### config.mk
export PLATFORM = sky130hd
export DESIGN_NAME = vc_mux_n_dd_pipe
export DESIGN_NICKNAME = d
export VERILOG_FILES = /design/src/rtl/vc_dd_pkg.sv /design/src/rtl/vc_rr_arb_n.sv /design/src/rtl/vc_mux_n_dd_pipe.sv
export SDC_FILE = /design/constraint.sdc
export NUM_CORES = 1
export LEC_CHECK = 0
export ABC_AREA = 1
export CORE_MARGIN = 5
export CORE_UTILIZATION = 30
export CTS_CLUSTER_DIAMETER = 200
export CTS_CLUSTER_SIZE = 25
export DETAILED_ROUTE_END_ITERATION = 8
export HOLD_SLACK_MARGIN = 0.15
export PLACE_DENSITY = 0.64
export SETUP_SLACK_MARGIN = 0.05
export SLEW_MARGIN = 30
export SYNTH_ARGS = -nofsm -noshare
export SYNTH_HDL_FRONTEND = slang
export SYNTH_SLANG_ARGS = --single-unit
### constraint.sdc
create_clock -name clk -period 3.9 [get_ports clk]
set_input_delay 0.585 -clock clk [delete_from_list [all_inputs] [get_ports clk]]
set_output_delay 0.585 -clock clk [all_outputs]
set_load 0.01 [all_outputs]
### src/rtl/vc_dd_pkg.sv
// ---------------------------------------------------------------------------
// vc_dd_pkg
// Shared definitions for the domain-tagged val/rdy muxes.
//   DBITS_DEF  : default domain-tag width
//   domain_t   : domain tag type at the default width
//   DOMAIN_*   : well-known domain tag encodings
//   wrap_inc   : (idx + 1) mod n for channel/pointer indices
// ---------------------------------------------------------------------------
package vc_dd_pkg;

    localparam int DBITS_DEF = 2;

    typedef logic [DBITS_DEF-1:0] domain_t;

    localparam domain_t DOMAIN_NS  = 2'd0;
    localparam domain_t DOMAIN_S   = 2'd1;
    localparam domain_t DOMAIN_DBG = 2'd2;

    function automatic int wrap_inc(input int idx, input int n);
        return (idx + 1 >= n) ? 0 : idx + 1;
    endfunction

endpackage

### src/rtl/vc_rr_arb_n.sv
// ---------------------------------------------------------------------------
// vc_rr_arb_n
// N-way round-robin arbiter. The search for a requester starts at the
// priority pointer and wraps from p_nin-1 to 0. The grant vector is purely
// combinational on reqs and the pointer (one-hot or all-zero). The pointer
// moves to one past the winner whenever en is high and something is granted.
// Ports:
//   clk    : clock, rising edge
//   reset  : asynchronous, active-high; pointer returns to 0
//   reqs   : per-channel request
//   en     : downstream can accept this cycle; qualifies pointer advance
//   grants : one-hot grant (or all zero)
// ---------------------------------------------------------------------------
module vc_rr_arb_n
    import vc_dd_pkg::*;
#(
    parameter int p_nin = 4
) (
    input  logic             clk,
    input  logic             reset,
    input  logic [p_nin-1:0] reqs,
    input  logic             en,
    output logic [p_nin-1:0] grants
);

    localparam int PW = (p_nin > 1) ? $clog2(p_nin) : 1;

    logic [PW-1:0] r_ptr;
    logic [PW-1:0] w_win;
    logic [PW-1:0] w_c;
    logic          w_any;
    int            w_idx;

    // Walk the channels in priority order starting at the pointer; the first
    // requester found wins.
    always_comb begin
        grants = '0;
        w_win  = '0;
        w_any  = 1'b0;
        w_idx  = 0;
        w_c    = '0;
        for (int k = 0; k < p_nin; k++) begin
            w_idx = int'(r_ptr) + k;
            if (w_idx >= p_nin) begin
                w_idx = w_idx - p_nin;
            end
            w_c = PW'(w_idx);
            if (!w_any && reqs[w_c]) begin
                grants[w_c] = 1'b1;
                w_win       = w_c;
                w_any       = 1'b1;
            end
        end
    end

    always_ff @(posedge clk or posedge reset) begin
        if (reset) begin
            r_ptr <= '0;
        end else if (en && w_any) begin
            r_ptr <= PW'(wrap_inc(int'(w_win), p_nin));
        end
    end

endmodule

### src/rtl/vc_mux_n_dd_pipe.sv
// ---------------------------------------------------------------------------
// vc_mux_n_dd_pipe
// p_nin-input val/rdy mux with round-robin arbitration and a one-entry
// registered output stage. Each channel's domain tag travels with its message
// and the index of the supplying channel is reported on out_sel.
//
// Handshake: a transfer happens on any edge where val and rdy are both high
// on the same channel. The output stage loads whenever it is empty or being
// drained in the same cycle (go = !out_val || out_rdy), so a stream runs at
// one message per cycle. in_rdy never depends on in_msg/in_domain.
//
// Optional build macro VC_MUX_DD_SCRUB_EN: when defined, a drain with no
// refill clears out_msg and out_domain so no data of a previous domain stays
// visible while out_val is low. Handshake timing is the same either way.
//
// Ports:
//   clk, reset  : clock (rising edge), asynchronous active-high reset
//   in_val      : per-channel valid            [p_nin]
//   in_rdy      : per-channel ready (<= 1 hot) [p_nin]
//   in_msg      : packed messages, ch i at [i*p_nbits +: p_nbits]
//   in_domain   : packed tags, ch i at [i*p_dbits +: p_dbits]
//   out_val     : output register holds a message
//   out_rdy     : downstream accepts the message
//   out_msg     : registered message
//   out_domain  : registered domain tag of out_msg
//   out_sel     : channel index that supplied out_msg
// ---------------------------------------------------------------------------
module vc_mux_n_dd_pipe
    import vc_dd_pkg::*;
#(
    parameter int  p_nbits   = 32,
    parameter int  p_nin     = 4,
    parameter int  p_dbits   = DBITS_DEF,
    localparam int p_selbits = $clog2(p_nin)
) (
    input  logic                     clk,
    input  logic                     reset,
    input  logic [p_nin-1:0]         in_val,
    output logic [p_nin-1:0]         in_rdy,
    input  logic [p_nin*p_nbits-1:0] in_msg,
    input  logic [p_nin*p_dbits-1:0] in_domain,
    output logic                     out_val,
    input  logic                     out_rdy,
    output logic [p_nbits-1:0]       out_msg,
    output logic [p_dbits-1:0]       out_domain,
    output logic [p_selbits-1:0]     out_sel
);

    logic [p_nin-1:0]     w_grant;
    logic                 w_go;
    logic                 w_fire;
    logic [p_nbits-1:0]   w_msg;
    logic [p_dbits-1:0]   w_dom;
    logic [p_selbits-1:0] w_sel;

    assign w_go = !out_val || out_rdy;

    vc_rr_arb_n #(
        .p_nin (p_nin)
    ) u_arb (
        .clk    (clk),
        .reset  (reset),
        .reqs   (in_val),
        .en     (w_go),
        .grants (w_grant)
    );

    // A grant implies the channel is valid, so any in_rdy bit is a fire.
    // Reset gating keeps in_rdy low while the block is held in reset.
    assign in_rdy = w_grant & {p_nin{w_go & ~reset}};
    assign w_fire = |in_rdy;

    // Grant is one-hot, so picking the single granted channel needs no
    // priority encoding.
    always_comb begin
        w_msg = '0;
        w_dom = '0;
        w_sel = '0;
        for (int i = 0; i < p_nin; i++) begin
            if (w_grant[i]) begin
                w_msg = in_msg[i*p_nbits +: p_nbits];
                w_dom = in_domain[i*p_dbits +: p_dbits];
                w_sel = p_selbits'(i);
            end
        end
    end

    always_ff @(posedge clk or posedge reset) begin
        if (reset) begin
            out_val    <= 1'b0;
            out_msg    <= '0;
            out_domain <= p_dbits'(DOMAIN_NS);
            out_sel    <= '0;
        end else if (w_fire) begin
            // Covers simultaneous drain and refill: the new message replaces
            // the old one and out_val stays high.
            out_val    <= 1'b1;
            out_msg    <= w_msg;
            out_domain <= w_dom;
            out_sel    <= w_sel;
        end else if (out_val && out_rdy) begin
            out_val <= 1'b0;
`ifdef VC_MUX_DD_SCRUB_EN
            out_msg    <= '0;
            out_domain <= p_dbits'(DOMAIN_NS);
`else
            out_msg    <= out_msg;
            out_domain <= out_domain;
`endif
        end
    end

endmodule

Figure 1. Routing congestion map (run 1).
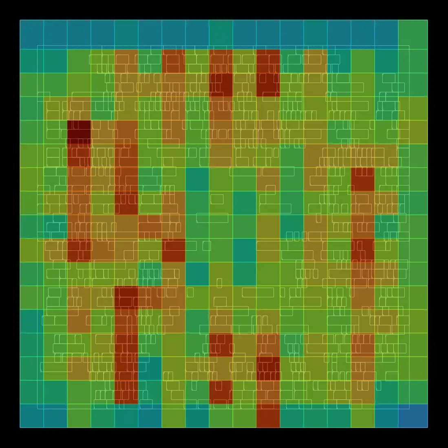
GR Util met1: 0.242
WL/cell: 15.4 µm
Final Util: 0.487

Figure 2. Sequential cells grouped by signal name (run 1).
Scale bar: 20 µm. Other sequential cells in the stronger gray, the rest of the logic in the fainter gray.
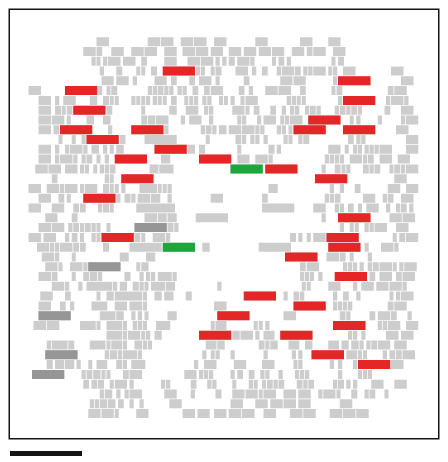
Key: `out_msg` = red [placed flops 32]; `out_domain` = green [placed flops 2]

Figure 3. Wiring heat map (run 1).
Scale bar: 20 µm. The die is cut into 24 by 24 equal tiles; dark blue is low, red is high, scaled to the fullest tile. Values are wire area over tile area, all layers added.
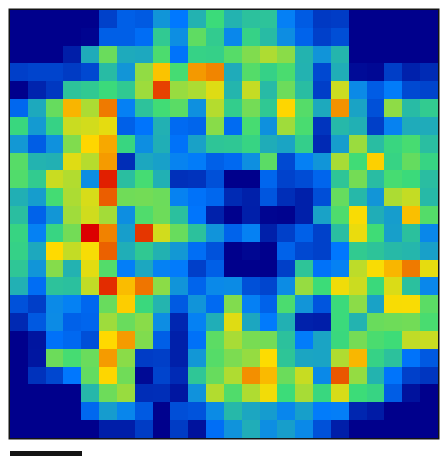
The fullest tile reaches 0.43. 12% of the tiles are nearly empty. The densest ninth of the die: left middle. 29% of the tiles are over half the peak. The mean over all tiles is 0.15.
Via Count: 4362
final WL: 13.9 mm
gr usage total: 0.193

==> results.py, run 1 <==
# Physical implementation metrics
metrics = {
    "finish": {
        "num-nonclk-inverters": 27,
        "fill_cells": 1220,
        "stdcell_area_um2": 5610,
        "areaGrowthSynthToFinish_pct": 57.4,
        "seq-cell-share": 0.174,
        "instances_no_fill": 898,
        "multiInputGateArea_um2": 2260,
        "comb_area_frac": 0.402,
        "ff_count": 39,
        "nNetsFinal": 904,
        "nClkBuffers": 6,
        "drive_gt1_frac": 0.0914,
        "regArea_um2": 976,
        "logic_gates": 487,
        "clock_area_frac": 0.0310,
        "num_antenna_cells": 0,
        "area_share_nonclk_buffers": 0.341,
        "buffers": 194,
        "dominant_cells": "combinational gates",
    },
    "placement": {
        "portBuffers": 183,
        "dp_hpwl_mm": 10.3,
        "gp_congestion": 0.858,
        "placed_area_um2": 5430,
        "place_ws_ns": 0.606,
        "dp.cells": 890,
    },
    "clock_network": {
        "cts_tree": "built",
        "holdBufCountCts": 0,
        "cts_resized": 0,
        "numCtsBuffers": 5,
        "clockBufferDepth": 2,
        "cts_sinks": 39,
        "clk_latency_ns": 0.28,
        "clkTransAtPathRegs_ns": 0.06,
        "ctsHtreeMaxLevel": 2,
        "clockRootBuffer": "clkbuf_16",
        "cts_setup_buffers": 0,
    },
    "synthesis": {
        "synthArstFlopShare": 1.00,
        "synthTopCellsByCount": "nand2_1, nor2_1, nand3_1",
        "most_common_cell": "nand2_1",
        "netlist_area_um2": 3560,
        "ys_seq_frac": 0.274,
        "yosys_warnings": 0,
        "top_area_cell": "dfrtp_1",
        "avgSynthCellArea_um2": 6.04,
        "synth-seq-cells": 39,
        "netlist-cell-type-count": 29,
        "synth_nets": 740,
        "syn_inst": 590,
        "ys.flop_type": "dfrtp_1",
        "area_leaders": "dfrtp_1, nand2_1, nand3_1, nor2_1, a21oi_1",
        "synth-edff-count": 0,
        "ys_area_um2": 3560,
        "yosys_cells": 590,
        "yosysTopAreaCellShare": 0.274,
    },
    "power_and_ir_drop": {
        "power_switching_uw": 3290,
        "power_density_nw_per_um2": 1060,
        "power_frac_seq": 0.138,
        "power.internal_uw": 2660,
        "pwr-share-comb": 0.780,
        "switching_share": 0.553,
        "p_leak_uw": 0.00267,
        "power.total_uw": 5940,
        "vdd.ir_drop.worst_mv": 0.845,
        "p_clk_frac": 0.081,
    },
    "sta": {
        "relSlewSlack": 0.504,
        "finalClockSkew_ns": 0.00282,
        "fin_tns_setup_ns": 0,
        "post-route-min-period_ns": 3.59,
        "fmax_mhz": 279,
        "finalCritPeriodShare": 0.920,
        "rsz0062_at_grt": "false",
        "worst_slack_ns": 0.312,
        "whs_ns": 0.491,
        "finalHoldViolations": 0,
        "setup-violations-final": 0,
        "worst_pin_slew_ns": 0.744,
        "final-max-slew-violation-count": 0,
    },
    "worst_setup_path": {
        "path_depth": 12,
        "reg2reg_depth": 15,
        "crit_top_cell": "inv_1",
        "cp_top_family": "buffers and inverters",
        "path_max_fanout": 13,
        "worstSetupStartpointType": "flip-flop",
        "end_kind": "output pin",
        "worstPathRequired_ns": 3.31,
        "slowest_stage": "clkdlybuf4s50_1",
        "cp_cell_sequence": "inv_1 -> ha_1 -> inv_1 -> nand3_1 -> nand2_2 -> inv_2 -> nor2_4 -> nand4_1 -> nand3_2 -> nand2_2 -> inv_1 -> clkdlybuf4s50_1",
        "worstSetupPathType": "flip-flop to output pin",
        "critPathArrivalTime_ns": 3.00,
        "cp_num_buf_inv": 5,
        "critical_path.max_stage_delay_ns": 0.53,
    },
    "die": {
        "die_y_um": 119,
        "die-area_um2": 14200,
        "ioPinCount": 184,
        "nWellTaps": 143,
        "die_w_um": 119,
        "core_area_um2": 11500,
        "fp-utilization": 0.309,
        "rows": 39,
    },
    "global_route": {
        "gr-total-overflow": 0,
        "grt_max_degree": 40,
        "busiest_layer": "met2",
        "use_met3": 0.0436,
        "antenna_found_initial": 0,
        "grt_pass1_vias": 4527,
        "grt_pass1_wl_mm": 22.7,
        "grt_util_met2": 0.341,
    },
    "routing": {
        "vias_per_cell": 4.86,
        "highest_layer": "met4",
        "drtPass1Iterations": 5,
        "met3_length_um": 791,
        "drc": 0,
        "dr_wl_met2_mm": 6.90,
        "met1_length_mm": 6.00,
        "ant_nets": 0,
        "drt-initial-drc-count": 208,
    },
    "flow_run": {
        "tool_warnings": 31,
        "max_cap_viol_count": 0,
    },
    "hold_path": {
        "hold_path_depth": 2,
        "hold_path_class": "flip-flop to flip-flop",
    },
    "status": {
        "outcome": "finished clean",
    },
}
## run 1: placed cells by master (no fill, tap or decap), drive strengths merged
cell           synthesis  layout
ha                     7       7
dfrtp                 39      39
buf                   34      11
o2111ai                1       1
nand2                237     237
clkbuf                 3       6
o21a                   1       1
clkinv                 0       2
nand4                  5       5
nor2                 110     110
inv                   27      26
o31ai                  1       1
xor2                   1       1
nand3                 79      79
clkdlybuf4s50          0     183
a21oi                 42      42
bufinv                 0       1
o21ai                  3       3
## run 1: flip-flops by register name, summed over array words and instances, names as in the netlist
| register | count |
|---|---|
| u_arb.r_ptr | 2 |
| out_domain | 2 |
| out_val | 1 |
| out_sel | 2 |
| out_msg | 32 |
## run 1: power groups by stage
| stage | clock, µW | sequential, µW | combinational (µW) |
|---|---|---|---|
| 2_1_floorplan | 0 | 888 | 3320 |
| 3_3_place_gp | 0 | 822 | 4600 |
| 3_5_place_dp | 0 | 825 | 4690 |
| 4_1_cts | 497 | 822 | 4700 |
| 5_1_grt | 516 | 848 | 5220 |
| 6_report | 484 | 821 | 4640 |
## run 1: worst paths after layout
| kind | slack [ns] | endpoint | startpoint |
|---|---|---|---|
| setup / recovery | 0.31 | in_rdy[3] | u_arb.r_ptr[1] |
| hold / removal | 0.49 | out_sel[0] | out_sel[0] |
| setup reg to reg | 0.67 | out_msg[25] | u_arb.r_ptr[1] |
| hold reg to reg | 0.49 | out_sel[0] | out_sel[0] |
| max in group asynchronous | 2.68 | out_msg[8] | reset |
| min in group asynchronous | 0.76 | out_val | reset |
## run 1: kinds of logic (layout without fill, tap and decap cells)
family,count (synthesis),after routing,synth area share
adders and majority gates,7,7,0.0246
DFF,39,39,0.274
and+or+nand+nor,431,431,0.529
AOI/OAI and AO/OA,48,48,0.0762
xor gates and xnor gates,1,1,0.00246
buffers and inverters,64,229,0.0941
==> run 1 -> run 2 <==
- CORE_ASPECT_RATIO: unset -> 0.8
Figure 4. Routing congestion map (run 2).
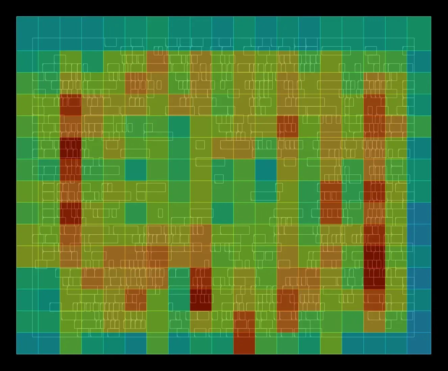
GRT met2 Usage: 0.312
Most Used Layer, Global Route: met2
routing usage on met3: 0.0589

Figure 5. Placed cells, one color a class (run 2).
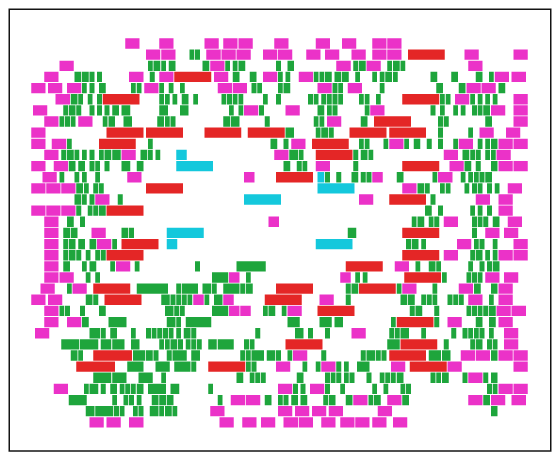
Key: remaining buffers and delay cells = magenta [cells 192, share of their area 35%]; clock drivers and dummy loads = cyan [cells 8, share of their area 2.7%]; combinational and other logic = green [cells 514, share of their area 44%]; sequential cells = red [cells 39, share of their area 18%]

==> results.py, run 2 <==
# Physical implementation metrics
metrics = {
    "status": {
        "outcome": "finished clean",
    },
    "sta": {
        "setup-violations-final": 0,
        "rsz0062_at_grt": "false",
        "relSlewSlack": 0.437,
        "fmax_mhz": 281,
        "fin_tns_setup_ns": 0,
        "finalHoldViolations": 0,
        "whs_ns": 0.492,
        "worst_slack_ns": 0.346,
        "worst_pin_slew_ns": 0.843,
        "post-route-min-period_ns": 3.55,
        "finalCritPeriodShare": 0.911,
        "final-max-slew-violation-count": 0,
    },
    "clock_network": {
        "clockRootBuffer": "clkbuf_16",
        "clockBufferDepth": 2,
        "numCtsBuffers": 5,
        "cts_resized": 0,
        "cts_sinks": 39,
        "cts_tree": "built",
        "cts_setup_buffers": 0,
        "clk_latency_ns": 0.28,
        "clkTransAtPathRegs_ns": 0.06,
        "ctsHtreeMaxLevel": 2,
        "holdBufCountCts": 0,
    },
    "placement": {
        "placed_area_um2": 5430,
        "place_ws_ns": 0.493,
        "gp_congestion": 0.842,
        "dp.cells": 893,
        "dp_hpwl_mm": 10.3,
        "portBuffers": 183,
    },
    "finish": {
        "fill_cells": 1195,
        "areaGrowthSynthToFinish_pct": 56.8,
        "num_antenna_cells": 0,
        "final_util": 0.483,
        "drive_gt1_frac": 0.0903,
        "layout_top_cells": "nand2_1, clkdlybuf4s50_1, nor2_1",
        "instances_no_fill": 901,
        "stdcell_area_um2": 5580,
        "nNetsFinal": 902,
        "lay_top_count": "nand2_1",
        "regMostFlops": "out_msg",
    },
    "power_and_ir_drop": {
        "power.total_uw": 5890,
        "power.internal_uw": 2560,
        "maxPowerGroup": "combinational logic",
        "p_leak_uw": 0.00264,
        "vdd.ir_drop.worst_mv": 0.555,
        "p_comb_uw": 4670,
        "power_density_nw_per_um2": 1060,
        "power_clock_uw": 401,
        "pwr-share-comb": 0.792,
        "powerSeq_uw": 825,
        "power_switching_uw": 3340,
        "power_frac_seq": 0.140,
        "p_clk_frac": 0.068,
        "switching_share": 0.566,
    },
    "synthesis": {
        "synthTopCellsByCount": "nand2_1, nor2_1, nand3_1",
        "ys_seq_frac": 0.274,
        "netlist_area_um2": 3560,
        "ys_area_um2": 3560,
        "yosys_warnings": 0,
        "top_area_cell": "dfrtp_1",
        "netlist-cell-type-count": 29,
        "yosysTopAreaCellShare": 0.274,
        "synth-seq-cells": 39,
        "ys.flop_type": "dfrtp_1",
        "synthArstFlopShare": 1.00,
        "yosys_cells": 590,
        "most_common_cell": "nand2_1",
        "synth_nets": 740,
        "syn_inst": 590,
        "area_leaders": "dfrtp_1, nand2_1, nand3_1, nor2_1, a21oi_1",
        "synth-edff-count": 0,
        "avgSynthCellArea_um2": 6.04,
    },
    "worst_setup_path": {
        "worstSetupStartpointType": "flip-flop",
        "rr_startpoint": "u_arb.r_ptr[1]",
        "critical_path.max_stage_delay_ns": 0.55,
        "critPathLaunch": "u_arb.r_ptr[1]",
        "worstPathRequired_ns": 3.31,
        "slowest_stage": "clkdlybuf4s50_1",
        "end_kind": "output pin",
        "crit_top_cell": "inv_1",
        "cp_num_buf_inv": 5,
        "path_max_fanout": 12,
        "cp_cell_sequence": "inv_1 -> ha_1 -> inv_1 -> nand3_1 -> nand2_2 -> inv_2 -> nor2_4 -> nand4_1 -> nand3_4 -> nand2_1 -> inv_1 -> clkdlybuf4s50_1",
        "critPathArrivalTime_ns": 2.97,
        "cp_top_family": "buffers and inverters",
    },
    "routing": {
        "wl_per_cell_um": 15.6,
        "vias_per_cell": 4.81,
        "drt-initial-drc-count": 238,
        "ant_nets": 0,
        "routed_wl_mm": 14.0,
        "drc": 0,
        "drtPass1Iterations": 4,
        "routed-via-count": 4337,
    },
    "global_route": {
        "grt_pass1_wl_mm": 22.3,
        "grt_max_degree": 40,
        "gr-total-overflow": 0,
        "antenna_found_initial": 0,
        "track_usage": 0.191,
    },
    "die": {
        "die-area_um2": 14200,
        "core_area_um2": 11600,
        "die_w_um": 132,
        "rows": 35,
        "ioPinCount": 184,
        "die_y_um": 107,
    },
    "flow_run": {
        "tool_warnings": 31,
        "max_cap_viol_count": 0,
    },
    "hold_path": {
        "hp-start": "out_msg[24]",
        "hold_path_class": "flip-flop to flip-flop",
    },
}
Figure 6. Wiring heat map (run 2).
Scale bar: 50 µm. The die is cut into 26 by 21 equal tiles; dark blue is low, red is high, scaled to the fullest tile. Values are wire area over tile area, all layers added.
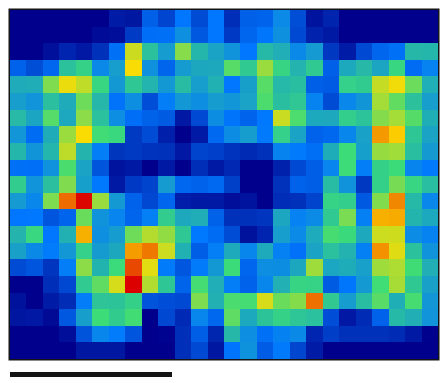
11% of the tiles are nearly empty. The fullest tile reaches 0.54. The densest ninth of the die: right middle.

## run 2: cell count changes in the layout (fill, tap and decap cells not counted), sizes merged
cell      change
buf           -2
clkbuf        -1
bufinv        -1
clkinvlp      +2
## run 2: cell type report
cell class                      instances  area [µm²]  share of cell area
Clock inverter                          3        20.0             0.00359
Inverter                               27         108              0.0193
Multi-Input combinational cell        487        2270               0.406
Sequential cell                        39         978               0.175
Tap cell                              148         185              0.0332
Timing Repair Buffer                  192        1900               0.340
Clock buffer                            5         125              0.0224
## run 2: cells by family (layout without fill, tap and decap cells)
kind of cell | after synthesis | in the layout | synth area share
AND/OR/NAND/NOR | 431 | 431 | 0.529
buffers and inverters | 64 | 227 | 0.0941
AND-OR/OR-AND | 48 | 48 | 0.0762
flip-flops | 39 | 39 | 0.274
adder cells (fa/ha/maj) | 7 | 7 | 0.0246
XOR/XNOR | 1 | 1 | 0.00246
## run 2: routing by layer
| metal | share of wire | wire length (µm) | global-route usage |
|---|---|---|---|
| met5 | 0 | 0 | 0 |
| met3 | 0.089 | 1250 | 0.0589 |
| met4 | 0.0048 | 68 | 0.0338 |
| met1 | 0.45 | 6350 | 0.253 |
| met2 | 0.45 | 6360 | 0.312 |
## run 2: worst reg2reg max path: cells and delay by family (launching register included)
kind | cells | cell delay, ns
AOI/OAI and AO/OA | 2 | 0.28
DFF | 1 | 0.46
buffers and inverters | 3 | 0.60
adders and majority gates | 1 | 0.29
and+or+nand+nor | 8 | 1.39
## run 2: path summary, 6_finish.rpt
check                                 end  slack (ns)  cells after the start
setup / recovery                in_rdy[2]        0.35                     12
hold / removal                out_msg[24]        0.49                      2
setup reg to reg               out_msg[4]        0.78                     14
hold reg to reg               out_msg[24]        0.49                      2
max in group asynchronous  u_arb.r_ptr[1]        2.67                      2
min in group asynchronous     out_msg[21]        0.76                      2
==> run 2 -> run 3 <==
- ABC_CLOCK_PERIOD_IN_PS: unset -> 3200
- PLACE_DENSITY: 0.64 -> 0.67
- clock period: 3.9 -> 3.2 ns (I/O delays scaled with it)
Figure 7. Wiring heat map (run 3).
Scale bar: 50 µm. The die is cut into 26 by 21 equal tiles; dark blue is low, red is high, scaled to the fullest tile. Values are wire area over tile area, all layers added.
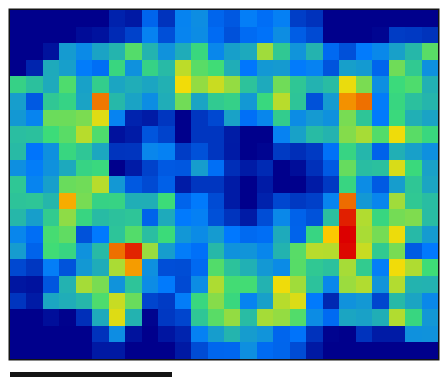
The fullest tile reaches 0.49. 18% of the tiles are over half the peak. 12% of the tiles are nearly empty.

Figure 8. Placed cells, one color a class (run 3).
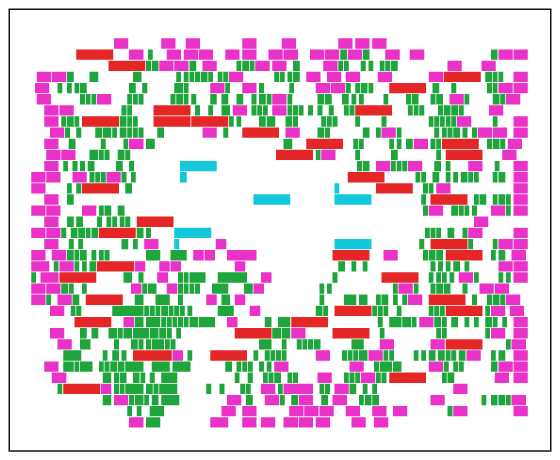
Key: remaining buffers and delay cells = magenta [cells 204, share of their area 37%]; combinational and other logic = green [cells 514, share of their area 43%]; sequential cells = red [cells 39, share of their area 18%]; clock drivers and dummy loads = cyan [cells 8, share of their area 2.5%]

==> results.py, run 3 <==
# Physical implementation metrics
metrics = {
    "status": {
        "outcome": "finished clean",
    },
    "power_and_ir_drop": {
        "maxPowerGroup": "combinational logic",
        "power_density_nw_per_um2": 1290,
        "power_switching_uw": 4020,
        "power.internal_uw": 3320,
        "pwr-share-comb": 0.802,
        "vdd.ir_drop.worst_mv": 1.02,
        "power_clock_uw": 485,
        "powerSeq_uw": 971,
        "power_frac_seq": 0.132,
        "p_comb_uw": 5890,
        "p_leak_uw": 0.00276,
        "switching_share": 0.547,
        "p_clk_frac": 0.066,
    },
    "synthesis": {
        "synthArstFlopShare": 1.00,
        "ys_area_um2": 3560,
        "synthTopCellsByCount": "nand2_1, nor2_1, nand3_1",
        "yosysTopAreaCellShare": 0.274,
        "syn_inst": 590,
        "netlist_area_um2": 3560,
        "most_common_cell": "nand2_1",
        "synth-seq-cells": 39,
        "synth_nets": 740,
        "area_leaders": "dfrtp_1, nand2_1, nand3_1, nor2_1, a21oi_1",
        "ys.flop_type": "dfrtp_1",
        "avgSynthCellArea_um2": 6.04,
        "yosys_warnings": 0,
        "netlist-cell-type-count": 29,
        "synth-edff-count": 0,
        "top_area_cell": "dfrtp_1",
        "ys_seq_frac": 0.274,
        "yosys_cells": 590,
    },
    "flow_run": {
        "max_cap_viol_count": 0,
        "tool_warnings": 31,
    },
    "hold_path": {
        "holdPathEnd": "out_sel[0]",
        "hold_path_depth": 2,
        "hold_path_class": "flip-flop to flip-flop",
        "hp-start": "out_sel[0]",
    },
    "placement": {
        "gp_congestion": 0.911,
        "dp_hpwl_mm": 10.2,
        "portBuffers": 183,
        "place_ws_ns": 0.191,
        "placed_area_um2": 5510,
    },
    "worst_setup_path": {
        "critPathArrivalTime_ns": 2.48,
        "end_kind": "output pin",
        "worstPathRequired_ns": 2.72,
        "path_max_fanout": 7,
        "rrSetupSlack_ns": 0.46,
        "worstSetupStartpointType": "flip-flop",
        "slowest_stage": "clkdlybuf4s50_1",
        "cp_cell_sequence": "inv_4 -> ha_1 -> inv_2 -> nand3_1 -> nand2_2 -> inv_2 -> nor2_4 -> nand4_4 -> nand2_4 -> nand2_2 -> inv_1 -> clkdlybuf4s50_1",
        "critical_path.max_stage_delay_ns": 0.53,
        "cp_num_buf_inv": 5,
        "worstSetupPathType": "flip-flop to output pin",
        "cp_top_family": "buffers and inverters",
        "reg2reg_depth": 18,
        "r2r-end": "out_msg[24]",
        "rr_startpoint": "u_arb.r_ptr[0]",
    },
    "finish": {
        "nNetsFinal": 914,
        "regMostFlops": "out_msg",
        "layout_top_cells": "nand2_1, clkdlybuf4s50_1, nor2_1",
        "lay_top_count": "nand2_1",
        "largest_reg_flops": 32,
        "drive_gt1_frac": 0.103,
        "stdcell_area_um2": 5690,
        "num_antenna_cells": 0,
        "areaGrowthSynthToFinish_pct": 59.7,
    },
    "die": {
        "die_w_um": 132,
        "die_y_um": 107,
        "die-area_um2": 14200,
        "core_area_um2": 11600,
        "ioPinCount": 184,
        "rows": 35,
        "fp-utilization": 0.308,
    },
    "sta": {
        "final-max-slew-violation-count": 0,
        "fmax_mhz": 338,
        "post-route-min-period_ns": 2.96,
        "setup-violations-final": 0,
        "fin_tns_setup_ns": 0,
        "rsz0062_at_grt": "false",
        "worst_pin_slew_ns": 0.803,
        "finalCritPeriodShare": 0.926,
        "whs_ns": 0.487,
        "worst_slack_ns": 0.237,
        "finalHoldViolations": 0,
        "relSlewSlack": 0.463,
        "finalClockSkew_ns": 0.00689,
    },
    "clock_network": {
        "ctsHtreeMaxLevel": 2,
        "clkTransAtPathRegs_ns": 0.06,
        "clockBufferDepth": 2,
        "clockRootBuffer": "clkbuf_16",
        "cts_sinks": 39,
        "holdBufCountCts": 0,
        "cts_tree": "built",
        "numCtsBuffers": 5,
        "clk_latency_ns": 0.28,
    },
    "global_route": {
        "grt_max_degree": 40,
        "antenna_found_initial": 0,
        "gr-total-overflow": 0,
        "grt_pass1_wl_mm": 22.2,
        "grt_pass1_vias": 4418,
    },
    "routing": {
        "ant_nets": 0,
        "drtPass1Iterations": 5,
        "vias_per_cell": 4.75,
        "drc": 0,
        "drt-initial-drc-count": 205,
    },
}
Figure 9. Metal layers overlaid (run 3).
Scale bar: 50 µm.
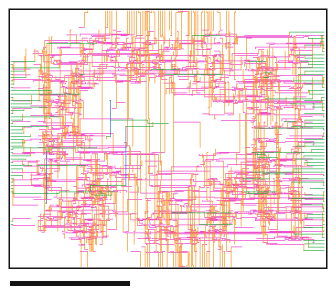
Key: metal 3 = green [wire length 1110 µm]; metal 4 = blue [wire length 61.2 µm]; metal 1 = magenta [wire length 6240 µm]; metal 2 = orange [wire length 6250 µm]
Via Count: 4339
gr usage total: 0.189
WL/cell: 15.0 µm
final WL: 13.7 mm

==> run 3: cell counts after synthesis <==
Identical to the previous run, type by type.
==> run 3: kinds of logic after synthesis <==
logic type,synth area share
adders and majority gates,0.0246
AOI/OAI and AO/OA,0.0762
xor gates and xnor gates,0.00246
buffers and inverters,0.0941
and+or+nand+nor,0.529
DFF,0.274
==> run 3: how the worst max path moves through the flow <==
stage	start	slack [ns]	endpoint	depth (start not counted)
final	u_arb.r_ptr[0]	0.24	in_rdy[1]	12
after global routing	u_arb.r_ptr[0]	0.06	in_rdy[1]	12
after CTS	u_arb.r_ptr[0]	0.09	in_rdy[0]	12
after detailed placement	in_val[1]	0.19	out_msg[26]	16
after global placement	in_val[1]	0.25	out_msg[19]	16
after floorplan	u_arb.r_ptr[0]	0.85	out_msg[13]	16
==> run 3: metrics by stage <==
stage,std cells,util,total power (µW)
5_1_grt,913,0.492,8130
4_1_cts,909,0.489,7380
2_1_floorplan,590,-,5130
3_3_place_gp,900,0.476,6740
3_5_place_dp,900,0.476,6860
6_report,913,0.492,7340
==> run 3: what timing repair did <==
action                                 4_1_cts  5_1_grt
pin swaps                                    0        1
setup endpoints to repair                    4        4
gates resized                                2        4
endpoints found under the hold margin        0        0
buffers inserted                             1        4
==> run 3: area by class of cell <==
| type | instances | area (µm²) |
|---|---|---|
| sequential | 39 | 977 |
| inverter | 27 | 108 |
| clock inverter | 1 | 5.00 |
| multi-input combinational | 487 | 2260 |
| clock buffer | 7 | 133 |
| tap | 148 | 185 |
| fill | 1181 | 5870 |
| timing repair buffer | 204 | 2020 |
==> run 3: routing by layer <==
metal	vias up	track usage	share of wire
li1	2202	-	-
met1	1964	0.252	0.46
met2	166	0.321	0.46
met3	7	0.0467	0.081
met4	0	0.0220	0.0045
met5	-	0	0
Power is estimated from default activity; no workload was simulated.
